**src/rtl/reg_sel_decoder_if.sv**
```systemverilog
// Request/select bundle for reg_sel_decoder.
// The master drives the request and clear; the slave returns the select lines and status.
interface reg_sel_decoder_if #(
  parameter int ADDR_W = 5
);
  localparam int OUT_W = 2 ** ADDR_W;

  logic              in_valid;
  logic              in_ready;
  logic [ADDR_W-1:0] addr;
  logic              en;
  logic [1:0]        mode;
  logic              clear;
  logic [OUT_W-1:0]  sel;
  logic              sel_valid;
  logic              busy;
  logic              sweep_done;

  modport master (
    output in_valid, addr, en, mode, clear,
    input  in_ready, sel, sel_valid, busy, sweep_done
  );

  modport slave (
    input  in_valid, addr, en, mode, clear,
    output in_ready, sel, sel_valid, busy, sweep_done
  );
endinterface

```
**src/rtl/reg_sel_decoder.sv**
```systemverilog
// Registered ADDR_W-to-2^ADDR_W one-hot decoder with pulse, hold and sweep modes.
// Drives register-file write enables; bit 0 can be hard-masked for a constant R0.
module reg_sel_decoder #(
  parameter int ADDR_W    = 5,
  parameter bit ZERO_MASK = 1'b1
) (
  input  logic             clk,
  input  logic             rst,
  reg_sel_decoder_if.slave bus
);
  localparam int OUT_W = 2 ** ADDR_W;

  typedef enum logic [1:0] {
    S_IDLE  = 2'd0,
    S_HOLD  = 2'd1,
    S_SWEEP = 2'd2
  } state_t;

  typedef enum logic [1:0] {
    M_PULSE = 2'd0,
    M_HOLD  = 2'd1,
    M_SWEEP = 2'd2,
    M_ALT   = 2'd3
  } mode_t;

  state_t            r_state;
  logic [ADDR_W-1:0] r_idx;
  logic [OUT_W-1:0]  r_sel;
  logic              r_sel_valid;
  logic              r_busy;
  logic              r_sweep_done;

  logic              w_accept;
  logic [OUT_W-1:0]  w_req_sel;
  logic [ADDR_W-1:0] w_next_idx;
  logic [OUT_W-1:0]  w_step_sel;
  logic              w_last_step;
  mode_t             w_mode;

  function automatic logic [OUT_W-1:0] f_decode(input logic [ADDR_W-1:0] a, input logic e);
    logic [OUT_W-1:0] v;
    v = e ? (OUT_W'(1) << a) : '0;
    if (ZERO_MASK) v[0] = 1'b0;
    return v;
  endfunction

  assign bus.in_ready  = !r_busy && !bus.clear;
  assign w_accept      = bus.in_valid && bus.in_ready;
  assign w_mode        = mode_t'(bus.mode);
  assign w_next_idx    = r_idx + ADDR_W'(1);
  assign w_last_step   = &r_idx;

  // NOTE: every signal written in always_comb gets a default first, so no path can infer a latch.
  always_comb begin
    w_req_sel  = '0;
    w_step_sel = '0;
    w_req_sel  = f_decode(bus.addr, bus.en);
    w_step_sel = f_decode(w_next_idx, 1'b1);
  end

  // NOTE: sequential state uses non-blocking assignments only; blocking here would create order-dependent races.
  always_ff @(posedge clk or posedge rst) begin
    if (rst) begin
      r_state      <= S_IDLE;
      r_idx        <= '0;
      r_sel        <= '0;
      r_sel_valid  <= 1'b0;
      r_busy       <= 1'b0;
      r_sweep_done <= 1'b0;
    end else begin
      r_sweep_done <= 1'b0;
      case (r_state)
        S_SWEEP: begin
          if (bus.clear || w_last_step) begin
            r_state     <= S_IDLE;
            r_idx       <= '0;
            r_sel       <= '0;
            r_sel_valid <= 1'b0;
            r_busy      <= 1'b0;
          end else begin
            // r_idx always mirrors the step currently shown on sel.
            r_idx        <= w_next_idx;
            r_sel        <= w_step_sel;
            r_sel_valid  <= 1'b1;
            r_sweep_done <= &w_next_idx;
          end
        end

        default: begin
          if (w_accept) begin
            r_sel_valid <= 1'b1;
            case (w_mode)
              M_HOLD: begin
                r_state <= S_HOLD;
                r_sel   <= w_req_sel;
                r_busy  <= 1'b0;
              end
              M_SWEEP: begin
                if (bus.en) begin
                  r_state      <= S_SWEEP;
                  r_idx        <= bus.addr;
                  r_sel        <= w_req_sel;
                  r_busy       <= 1'b1;
                  r_sweep_done <= &bus.addr;
                end else begin
                  r_state <= S_IDLE;
                  r_sel   <= '0;
                  r_busy  <= 1'b0;
                end
              end
              default: begin
                r_state <= S_IDLE;
                r_sel   <= w_req_sel;
                r_busy  <= 1'b0;
              end
            endcase
          end else if (r_state == S_HOLD && !bus.clear) begin
            r_state <= S_HOLD;
          end else begin
            r_state     <= S_IDLE;
            r_sel       <= '0;
            r_sel_valid <= 1'b0;
            r_busy      <= 1'b0;
          end
        end
      endcase
    end
  end

  assign bus.sel        = r_sel;
  assign bus.sel_valid  = r_sel_valid;
  assign bus.busy       = r_busy;
  assign bus.sweep_done = r_sweep_done;
endmodule

```
**src/flat_wrapper.sv**
```systemverilog
// flat-port wrapper written by rule: the top's interface ports become plain ports
module reg_sel_decoder_flat 
#(
  parameter int ADDR_W    = 5,
  parameter bit ZERO_MASK = 1'b1
)
  (clk, rst, bus_in_valid, bus_addr, bus_en, bus_mode, bus_clear, bus_in_ready, bus_sel, bus_sel_valid, bus_busy, bus_sweep_done);
  reg_sel_decoder_if #(.ADDR_W(ADDR_W)) bus_i ();
  input  logic clk;
  input  logic rst;
  input wire logic [$bits(bus_i.in_valid)-1:0] bus_in_valid;
  input wire logic [$bits(bus_i.addr)-1:0] bus_addr;
  input wire logic [$bits(bus_i.en)-1:0] bus_en;
  input wire logic [$bits(bus_i.mode)-1:0] bus_mode;
  input wire logic [$bits(bus_i.clear)-1:0] bus_clear;
  output wire logic [$bits(bus_i.in_ready)-1:0] bus_in_ready;
  output wire logic [$bits(bus_i.sel)-1:0] bus_sel;
  output wire logic [$bits(bus_i.sel_valid)-1:0] bus_sel_valid;
  output wire logic [$bits(bus_i.busy)-1:0] bus_busy;
  output wire logic [$bits(bus_i.sweep_done)-1:0] bus_sweep_done;
  assign bus_i.in_valid = bus_in_valid;
  assign bus_i.addr = bus_addr;
  assign bus_i.en = bus_en;
  assign bus_i.mode = bus_mode;
  assign bus_i.clear = bus_clear;
  assign bus_in_ready = bus_i.in_ready;
  assign bus_sel = bus_i.sel;
  assign bus_sel_valid = bus_i.sel_valid;
  assign bus_busy = bus_i.busy;
  assign bus_sweep_done = bus_i.sweep_done;
  reg_sel_decoder #(.ADDR_W(ADDR_W), .ZERO_MASK(ZERO_MASK)) u_core (.clk(clk), .rst(rst), .bus(bus_i));
endmodule
```
**config.mk**
```make
export PLATFORM = sky130hd
export DESIGN_NAME = reg_sel_decoder_flat
export DESIGN_NICKNAME = d
export VERILOG_FILES = /design/src/rtl/reg_sel_decoder_if.sv /design/src/rtl/reg_sel_decoder.sv /design/src/flat_wrapper.sv
export SDC_FILE = /design/constraint.sdc
export NUM_CORES = 1
export LEC_CHECK = 0
export ABC_AREA = 0
export CAP_MARGIN = 10
export CELL_PAD_IN_SITES_DETAIL_PLACEMENT = 1
export CELL_PAD_IN_SITES_GLOBAL_PLACEMENT = 1
export CORE_MARGIN = 4
export CORE_UTILIZATION = 39
export CTS_BUF_LIST = sky130_fd_sc_hd__clkbuf_16
export CTS_CLUSTER_DIAMETER = 30
export CTS_CLUSTER_SIZE = 25
export DETAILED_ROUTE_END_ITERATION = 10
export PLACE_DENSITY_LB_ADDON = 0.15
export SYNTH_ARGS = -nofsm -noshare
export SYNTH_HDL_FRONTEND = slang
export SYNTH_SLANG_ARGS = --single-unit
```
**constraint.sdc**
```tcl
create_clock -name clk -period 3.1 [get_ports clk]
set_clock_uncertainty 0.1 [all_clocks]
set_input_delay 0.62 -clock clk [delete_from_list [all_inputs] [get_ports clk]]
set_output_delay 0.62 -clock clk [all_outputs]
set_load 0.05 [all_outputs]
```
### Routed metal, one color a layer

The bar under the picture is 20 um long.
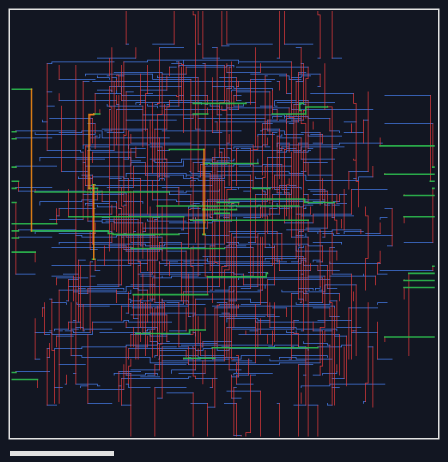
legend:
  orange:
    layer: metal 4
    wire_length: 73.0 um
  green:
    layer: metal 3
    wire_length: 384 um
  red:
    layer: metal 2
    wire_length: 3,170 um
  blue:
    layer: metal 1
    wire_length: 3,170 um

### Nets reached from selected ports

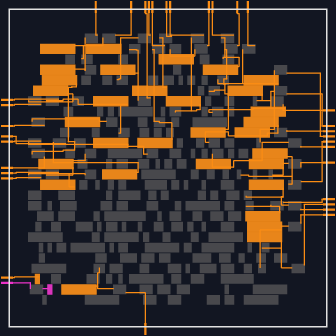
legend:
  orange:
    port: bus_sel
    direction: output
    edge: 11 north, 11 east, 9 west, 1 south
    end_cells: 32
    buffers: 31
    wire: 985 um
  magenta:
    port: rst
    direction: input
    edge: west
    end_cells: 1
    buffers: 1
    wire: 7.90 um

==> out/qor.rpt <==
========================================================================================
Outcome ...................................................................    completed
Static Leakage ............................................................      1.21 nW
Share of synthesized area occupied by flip-flops and latches ..............        47.8%
Overall die height ........................................................      82.2 um
Pwr per Cell Area .........................................................   536 nW/um2
Critical R2R Capture ...................................................... u_core.bus.sel[12]$_DFFE_PP0P_
Internal Power ............................................................      1.04 mW
Violation count after the first detailed-route iteration ..................          112
Fin cells .................................................................          318
Cell type group with the largest total delay on the critical path ......... simple AND/OR/NAND/NOR gates
Tally of yosys warning messages ...........................................            0
Hold Crit Class ........................................................... register to register
Clock-pin slew on the worst setup and hold paths ..........................      0.06 ns
Critical Path End Type ....................................................     register
Vias post-DR ..............................................................        1,923
Distinct cell type count after synthesis ..................................           44
Worst setup path endpoint ................................................. u_core.bus.sel[12]$_DFFE_PP0P_
Later-pin clock latency in the skew report ................................      0.28 ns
Buffers, non-clock ........................................................           52
Final TNS setup ...........................................................         0 ns
GRT met1 Usage ............................................................        30.7%
Routed vias/inst ..........................................................         6.05
Initial Util ..............................................................        41.2%
Non-clock buffering overhead in the final layout ..........................        17.7%
TritonCTS clock tree ......................................................          yes
Routed wirelength normalized by instance count ............................      21.4 um
First-pass GRT wire length ................................................      11.1 mm
Grt total ovfl ............................................................            0
Cell breakdown of the critical path ....................................... ha_1 -> and3_1 -> ha_1 -> or4b_4 -> nor3_4 -> a32oi_1 -> o21ai_1
Total power after layout ..................................................      1.53 mW
Detailed-router iteration count before antenna repair .....................            4
Multi-input comb cells ....................................................          143
Adder Share, Synth ........................................................        3.50%
FF+latch count, synth .....................................................           41
Logic share of the area ...................................................        37.0%
Number of enable flip-flop cells ..........................................            0
Placed cells ..............................................................          310
TritonCTS Buffers .........................................................            5
Most frequently placed logic cells in the final layout .................... 45 x sky130_fd_sc_hd__clkdlybuf4s50_1, 41 x sky130_fd_sc_hd__dfrtp_1, 22 x sky130_fd_sc_hd__a32oi_1, 15 x sky130_fd_sc_hd__nand2_1, 12 x sky130_fd_sc_hd__o31ai_1
Number of gates given a new drive strength after cts ......................            0
Total cell area reported by yosys after synthesis .........................     2150 um2
Root Buffer ............................................................... sky130_fd_sc_hd__clkbuf_16
Worst path most repeated cell ............................................. sky130_fd_sc_hd__ha_1
AND/OR/NAND/NOR Cells, Area Fraction ......................................        19.2%
Slowest-stage cell, CP .................................................... sky130_fd_sc_hd__or4b_4
Switching fraction of total power .........................................        32.1%
Post-Synthesis Net Count ..................................................          220
Number of setup violations in the final report ............................            0
Post-detailed-route count of antenna-violating nets .......................            0
Worst path required time ..................................................      3.20 ns
Start of the worst register-to-register path .............................. u_core.r_idx[0]$_DFFE_PP0P_
Multiplexer share of the synthesized area .................................           0%
Area leader, netlist ...................................................... sky130_fd_sc_hd__dfrtp_1
Wire length reported by the detailed router ...............................      6.80 mm
Mapped Cells ..............................................................          202
Layout clock area frac ....................................................        5.62%
Share of async-settable or async-resettable flops after synthesis .........         100%
Max FFs per register ......................................................           31
RSZ-0062 raised after global routing ......................................           no
Maximum clock insertion buffer count ......................................            2
Fin area ..................................................................     2850 um2
Leading cell category by total area ....................................... combinational gates
Cell area after synthesis .................................................     2150 um2
Highest-utilization routing layer at the global route stage ...............         met2
Final net count ...........................................................          266
Sum of met3 wire segment lengths after detailed routing ...................       383 um
Setup slack after placement ...............................................     0.382 ns
Non-clock inverter count in the final layout ..............................            5
Depth of the CTS H-tree ...................................................            2
Met3 routing resource usage after global routing ..........................        3.58%
Post-route worst hold slack ...............................................     0.366 ns
Clock buffer count in the final layout ....................................            5
# Cells Yosys .............................................................          202
Clock sink total ..........................................................           41
CTS Hold Buffers Added ....................................................            0
Reg2Reg Depth .............................................................            7
Crit path buffers/inverters ...............................................            0
Buffers inserted during post-CTS setup optimization .......................            0
Worst max-slew margin expressed relative to the limit .....................        36.9%
Max-capacitance violation count ...........................................            0
Core outline area .........................................................     5200 um2
Top logic family .......................................................... AND-OR/OR-AND gates
GRT Total Usage ...........................................................        21.7%
Kind of critical path ..................................................... register to register
IR Drop Worst-Case VDD ....................................................     0.406 mV
Via count of the first global-routing pass ................................        2,061
And-or/or-and share of the synthesized area ...............................        24.2%
Most instantiated logic cell after routing ................................ sky130_fd_sc_hd__clkdlybuf4s50_1
Worst reg-to-reg setup slack ..............................................      0.47 ns
Final hold vios ...........................................................            0
Antenna Cells .............................................................            0
Kind of start point of the critical path ..................................     register
Hold Path Sink ............................................................ u_core.bus.sel[15]$_DFFE_PP0P_
Core occupancy in the finished layout .....................................        54.7%
Total net switching power .................................................     0.490 mW
Sequential cell area ......................................................     1030 um2
Final Critical Period .....................................................      2.63 ns
Number of logic stages on the critical path including buffering ...........            7
Top power consumer group ..................................................    registers
Synthesized area divided by synthesized cell count ........................     10.6 um2
Wire length the detailed router placed on met1 ............................      3.17 mm
Combinational Area ........................................................     1050 um2
Number of top-level pins ..................................................           48
Combinational share of power ..............................................        23.0%
Portion of the clock cycle consumed by the worst path in the final layout .        84.8%
Total placed instance area ................................................     2680 um2
========================================================================================
Power figures rest on the tool's default switching activity, not on a simulated workload.
